clock_map.png
(6 px per um)
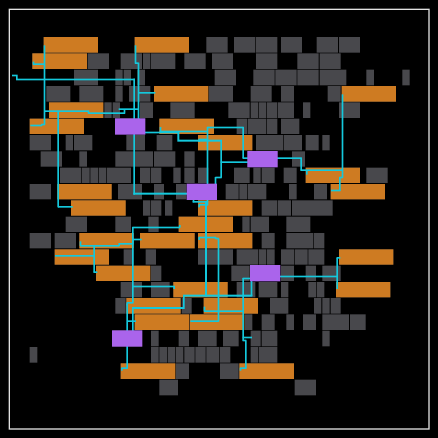
cell_classes.png
(6 px per um) Fill, decap, tap and diode cells in gray.
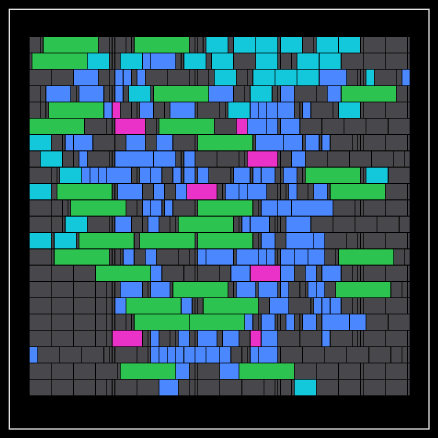
**src/rtl/mc_control_unit.sv**
```systemverilog
// Multi-cycle RV32I control unit: registered datapath controls decoded from the next state.
// Optional macro CU_BRANCH_JUMP_EN enables the branch, JAL and JALR states.
module mc_control_unit #(
    parameter int ALU_OP_W    = 4,
    parameter int MEM_TIMEOUT = 255
) (
    input  logic                clk,
    input  logic                rst_n,
    input  logic [6:0]          opcode,
    input  logic [2:0]          funct3,
    input  logic [6:0]          funct7,
    input  logic                zero,
    input  logic                alu_lt,
    input  logic                mem_ready,
    output logic [ALU_OP_W-1:0] ALU_OP,
    output logic                rs2_imm_s,
    output logic                alu_a_s,
    output logic [1:0]          w_data_s,
    output logic [1:0]          pc_s,
    output logic                Reg_Write,
    output logic                IR_Write,
    output logic                PC_Write,
    output logic                Mem_Write,
    output logic                Mem_Read,
    output logic [2:0]          mem_size,
    output logic                fault
);
    localparam int CNT_W = (MEM_TIMEOUT > 0) ? $clog2(MEM_TIMEOUT + 1) : 1;
    localparam logic [3:0] OP_ADD  = 4'b0000;
    localparam logic [3:0] OP_SUB  = 4'b1000;
    localparam logic [3:0] OP_SLT  = 4'b0010;
    localparam logic [3:0] OP_SLTU = 4'b0011;

    typedef enum logic [4:0] {
        S_IDLE, S_FETCH, S_DECODE, S_EXR, S_EXI, S_WB, S_LUI, S_AUIPC, S_ADDR,
        S_MRD, S_MWB, S_MWR, S_BR, S_BRD, S_JAL, S_JALR, S_JALR2, S_TRAP
    } state_t;

    state_t              state_q, state_d;
    logic [CNT_W-1:0]    cnt_q, cnt_d;
    logic [ALU_OP_W-1:0] alu_op_q, alu_op_d;
    logic                rs2_imm_s_q, rs2_imm_s_d;
    logic                alu_a_s_q, alu_a_s_d;
    logic [1:0]          w_data_s_q, w_data_s_d;
    logic                reg_write_q, reg_write_d;
    logic                ir_write_q, ir_write_d;
    logic                pc_write_q, pc_write_d;
    logic                mem_write_q, mem_write_d;
    logic                mem_read_q, mem_read_d;
    logic [2:0]          mem_size_q, mem_size_d;
    logic                fault_q, fault_d;
`ifdef CU_BRANCH_JUMP_EN
    logic [1:0]          pc_s_q, pc_s_d;
    logic                br_taken;

    // Odd funct3 inverts the condition (bne, bge, bgeu).
    assign br_taken = funct3[2] ? (alu_lt ^ funct3[0]) : (zero ^ funct3[0]);
    assign pc_s     = pc_s_q;
`else
    assign pc_s     = 2'b00;
`endif

    always_comb begin
        state_d     = state_q;
        cnt_d       = cnt_q;
        alu_op_d    = alu_op_q;
        rs2_imm_s_d = rs2_imm_s_q;
        alu_a_s_d   = alu_a_s_q;
        w_data_s_d  = w_data_s_q;
        mem_size_d  = mem_size_q;
        fault_d     = fault_q;
        reg_write_d = 1'b0;
        ir_write_d  = 1'b0;
        pc_write_d  = 1'b0;
        mem_write_d = 1'b0;
        mem_read_d  = 1'b0;
`ifdef CU_BRANCH_JUMP_EN
        pc_s_d      = pc_s_q;
`endif

        case (state_q)
            S_IDLE:   state_d = S_FETCH;
            S_FETCH:  state_d = S_DECODE;
            S_DECODE: begin
                case (opcode)
                    7'b0110011: state_d = S_EXR;
                    7'b0010011: state_d = S_EXI;
                    7'b0110111: state_d = S_LUI;
                    7'b0010111: state_d = S_AUIPC;
                    7'b0000011: state_d = (funct3 inside {3'b000, 3'b001, 3'b010, 3'b100, 3'b101})
                                          ? S_ADDR : S_TRAP;
                    7'b0100011: state_d = (funct3 inside {3'b000, 3'b001, 3'b010}) ? S_ADDR : S_TRAP;
`ifdef CU_BRANCH_JUMP_EN
                    7'b1100011: state_d = S_BR;
                    7'b1101111: state_d = S_JAL;
                    7'b1100111: state_d = (funct3 == 3'b000) ? S_JALR : S_TRAP;
`endif
                    default:    state_d = S_TRAP;
                endcase
            end
            S_EXR, S_EXI, S_AUIPC: state_d = S_WB;
            S_WB, S_LUI, S_MWB:    state_d = S_FETCH;
            S_ADDR: begin
                state_d = opcode[5] ? S_MWR : S_MRD;
                cnt_d   = '0;
            end
            S_MRD, S_MWR: begin
                // A ready on the final allowed wait cycle still completes the access.
                if (mem_ready) begin
                    state_d = (state_q == S_MRD) ? S_MWB : S_FETCH;
                end else if (MEM_TIMEOUT > 0 && cnt_q == CNT_W'(MEM_TIMEOUT)) begin
                    state_d = S_TRAP;
                end else begin
                    cnt_d = cnt_q + 1'b1;
                end
            end
`ifdef CU_BRANCH_JUMP_EN
            S_BR:    state_d = (funct3 inside {3'b010, 3'b011}) ? S_TRAP : S_BRD;
            S_BRD, S_JAL, S_JALR2: state_d = S_FETCH;
            S_JALR:  state_d = S_JALR2;
`endif
            S_TRAP:  state_d = S_TRAP;
            default: state_d = S_TRAP;
        endcase

        case (state_d)
            S_FETCH: begin
                pc_write_d = 1'b1;
                ir_write_d = 1'b1;
`ifdef CU_BRANCH_JUMP_EN
                pc_s_d     = 2'b00;
`endif
            end
            S_EXR: begin
                rs2_imm_s_d = 1'b0;
                alu_op_d    = ALU_OP_W'({funct7[5], funct3});
            end
            S_EXI: begin
                rs2_imm_s_d = 1'b1;
                alu_op_d    = ALU_OP_W'({(funct3 == 3'b101) & funct7[5], funct3});
            end
            S_WB: begin
                reg_write_d = 1'b1;
                w_data_s_d  = 2'b00;
            end
            S_LUI: begin
                reg_write_d = 1'b1;
                w_data_s_d  = 2'b01;
            end
            S_AUIPC: begin
                alu_a_s_d   = 1'b1;
                rs2_imm_s_d = 1'b1;
                alu_op_d    = ALU_OP_W'(OP_ADD);
            end
            S_ADDR: begin
                alu_a_s_d   = 1'b0;
                rs2_imm_s_d = 1'b1;
                alu_op_d    = ALU_OP_W'(OP_ADD);
                mem_size_d  = funct3;
            end
            S_MRD: mem_read_d  = 1'b1;
            S_MWR: mem_write_d = 1'b1;
            S_MWB: begin
                reg_write_d = 1'b1;
                w_data_s_d  = 2'b10;
            end
`ifdef CU_BRANCH_JUMP_EN
            S_BR: begin
                rs2_imm_s_d = 1'b0;
                if (funct3[2:1] == 2'b00)      alu_op_d = ALU_OP_W'(OP_SUB);
                else if (funct3[2:1] == 2'b10) alu_op_d = ALU_OP_W'(OP_SLT);
                else if (funct3[2:1] == 2'b11) alu_op_d = ALU_OP_W'(OP_SLTU);
            end
            S_BRD: begin
                if (br_taken) begin
                    pc_write_d = 1'b1;
                    pc_s_d     = 2'b01;
                end
            end
            S_JAL: begin
                reg_write_d = 1'b1;
                w_data_s_d  = 2'b11;
                pc_write_d  = 1'b1;
                pc_s_d      = 2'b01;
            end
            S_JALR: begin
                alu_op_d    = ALU_OP_W'(OP_ADD);
                rs2_imm_s_d = 1'b1;
            end
            S_JALR2: begin
                reg_write_d = 1'b1;
                w_data_s_d  = 2'b11;
                pc_write_d  = 1'b1;
                pc_s_d      = 2'b10;
            end
`endif
            S_TRAP:  fault_d = 1'b1;
            default: ;
        endcase
    end

    always_ff @(posedge clk or negedge rst_n) begin
        if (!rst_n) begin
            state_q     <= S_IDLE;
            cnt_q       <= '0;
            alu_op_q    <= '0;
            rs2_imm_s_q <= 1'b0;
            alu_a_s_q   <= 1'b0;
            w_data_s_q  <= 2'b00;
            reg_write_q <= 1'b0;
            ir_write_q  <= 1'b0;
            pc_write_q  <= 1'b0;
            mem_write_q <= 1'b0;
            mem_read_q  <= 1'b0;
            mem_size_q  <= 3'b000;
            fault_q     <= 1'b0;
`ifdef CU_BRANCH_JUMP_EN
            pc_s_q      <= 2'b00;
`endif
        end else begin
            state_q     <= state_d;
            cnt_q       <= cnt_d;
            alu_op_q    <= alu_op_d;
            rs2_imm_s_q <= rs2_imm_s_d;
            alu_a_s_q   <= alu_a_s_d;
            w_data_s_q  <= w_data_s_d;
            reg_write_q <= reg_write_d;
            ir_write_q  <= ir_write_d;
            pc_write_q  <= pc_write_d;
            mem_write_q <= mem_write_d;
            mem_read_q  <= mem_read_d;
            mem_size_q  <= mem_size_d;
            fault_q     <= fault_d;
`ifdef CU_BRANCH_JUMP_EN
            pc_s_q      <= pc_s_d;
`endif
        end
    end

    assign ALU_OP    = alu_op_q;
    assign rs2_imm_s = rs2_imm_s_q;
    assign alu_a_s   = alu_a_s_q;
    assign w_data_s  = w_data_s_q;
    assign Reg_Write = reg_write_q;
    assign IR_Write  = ir_write_q;
    assign PC_Write  = pc_write_q;
    assign Mem_Write = mem_write_q;
    assign Mem_Read  = mem_read_q;
    assign mem_size  = mem_size_q;
    assign fault     = fault_q;
endmodule

```
**config.mk**
```make
export PLATFORM = sky130hd
export DESIGN_NAME = mc_control_unit
export DESIGN_NICKNAME = d
export VERILOG_FILES = /design/src/rtl/mc_control_unit.sv
export SDC_FILE = /design/constraint.sdc
export NUM_CORES = 1
export LEC_CHECK = 0
export CORE_MARGIN = 3
export CORE_UTILIZATION = 40
export DETAILED_ROUTE_END_ITERATION = 7
export PLACE_DENSITY = 0.67
export RECOVER_POWER = 100
export SETUP_SLACK_MARGIN = 0.5
export SYNTH_ARGS = -nofsm -noshare
export SYNTH_HDL_FRONTEND = slang
export SYNTH_SLANG_ARGS = --single-unit
export TNS_END_PERCENT = 10
```
**constraint.sdc**
```tcl
create_clock -name clk -period 6 [get_ports clk]
set_input_delay 1.2 -clock clk [delete_from_list [all_inputs] [get_ports clk]]
set_output_delay 1.2 -clock clk [all_outputs]
set_load 0.01 [all_outputs]
```
==> results_slide.txt <==
Run Summary

Setup path
  – CP startpoint: opcode[1]
  – Slack of the worst reg-to-reg path: 3330 ps
  – Gate family responsible for the most delay along the worst path: AND-OR/OR-AND gates
  – Data arrival time at the worst-slack endpoint: 3990 ps
  – Path type of the worst setup path: primary input to flop

Run status
  – Result of the run: complete, but fails checks
  – Violated checks: max-capacitance violations, max-slew violations

Floorplanning
  – Overall die area: roughly 4900 um^2

Power and ir drop
  – Peak supply drop: roughly 0.00014 V

Global routing
  – Met2 demand-to-capacity share in global routing: 0.250
  – Overall routing resource usage: 0.157
  – Global route hottest layer: met2

Placed design
  – Total half-perimeter wirelength after legalization and detailed placement: between 2000 and 3000 um

STA
  – Highest clock rate: around 260 MHz
  – Count of final max-slew check failures: 30

Run
  – Count of max-cap constraint violations: 1

Cells and area
  – Area growth from synthesis to layout: 23.2%
  – Number of fill cells: around 360

Yosys
  – Synth warnings: 0
  – Most common cell in the netlist: sky130_fd_sc_hd__dfrtp_1

Worst hold path
  – Startpoint of the most critical hold path: fault$_DFFE_PN0N_

Clocking
  – Total setup buffers inserted after CTS: 0
-- clock_map.png (at the start) --
orange -> flip-flops  # count 29
purple -> cells driving clock nets  # count 5
cyan -> clock wires  # length 419 um
routed clock nets = 6
Final Skew: 3.50 ps
clock network power consumption: 155 uW
clock insertion delay at the later pin of the skew report: 280 ps
Clock Power Share: 0.418

-- cell_classes.png (at the start) --
magenta -> clock drivers and dummy loads  # cells 8
cyan -> other buffers and delay cells  # cells 31
blue -> all other logic  # cells 127
green -> flip-flops  # cells 29
core area: 3800 um^2
final core utilization: 0.527
fin area: 2000 um^2
flop share of the area: 0.363

[area by class of cell]
cell class	count	area share
clock inverter	2	0.00500
timing repair buffer	31	0.152
sequential	29	0.363
multi-input combinational	119	0.399
clock buffer	6	0.0363
tap	48	0.0300
inverter	8	0.0150
[power by group]
group | internal (uW) | leakage [uW] | switching (uW)
logic | 9.18 | 0.000528 | 10.5
clock network | 80.1 | 0.0000450 | 74.4
registers | 196 | 0.000379 | 0
[logic make-up after synthesis]
family                   Yosys count  synth area share
AND-OR/OR-AND                     41             0.196
XOR/XNOR                           4            0.0216
adder cells (fa/ha/maj)            1           0.00770
buffers and inverters             14            0.0408
flip-flops                        29             0.447
multiplexers                       8            0.0616
other                              1           0.00231
AND/OR/NAND/NOR                   63             0.223
Power is estimated from default activity; no workload was simulated.
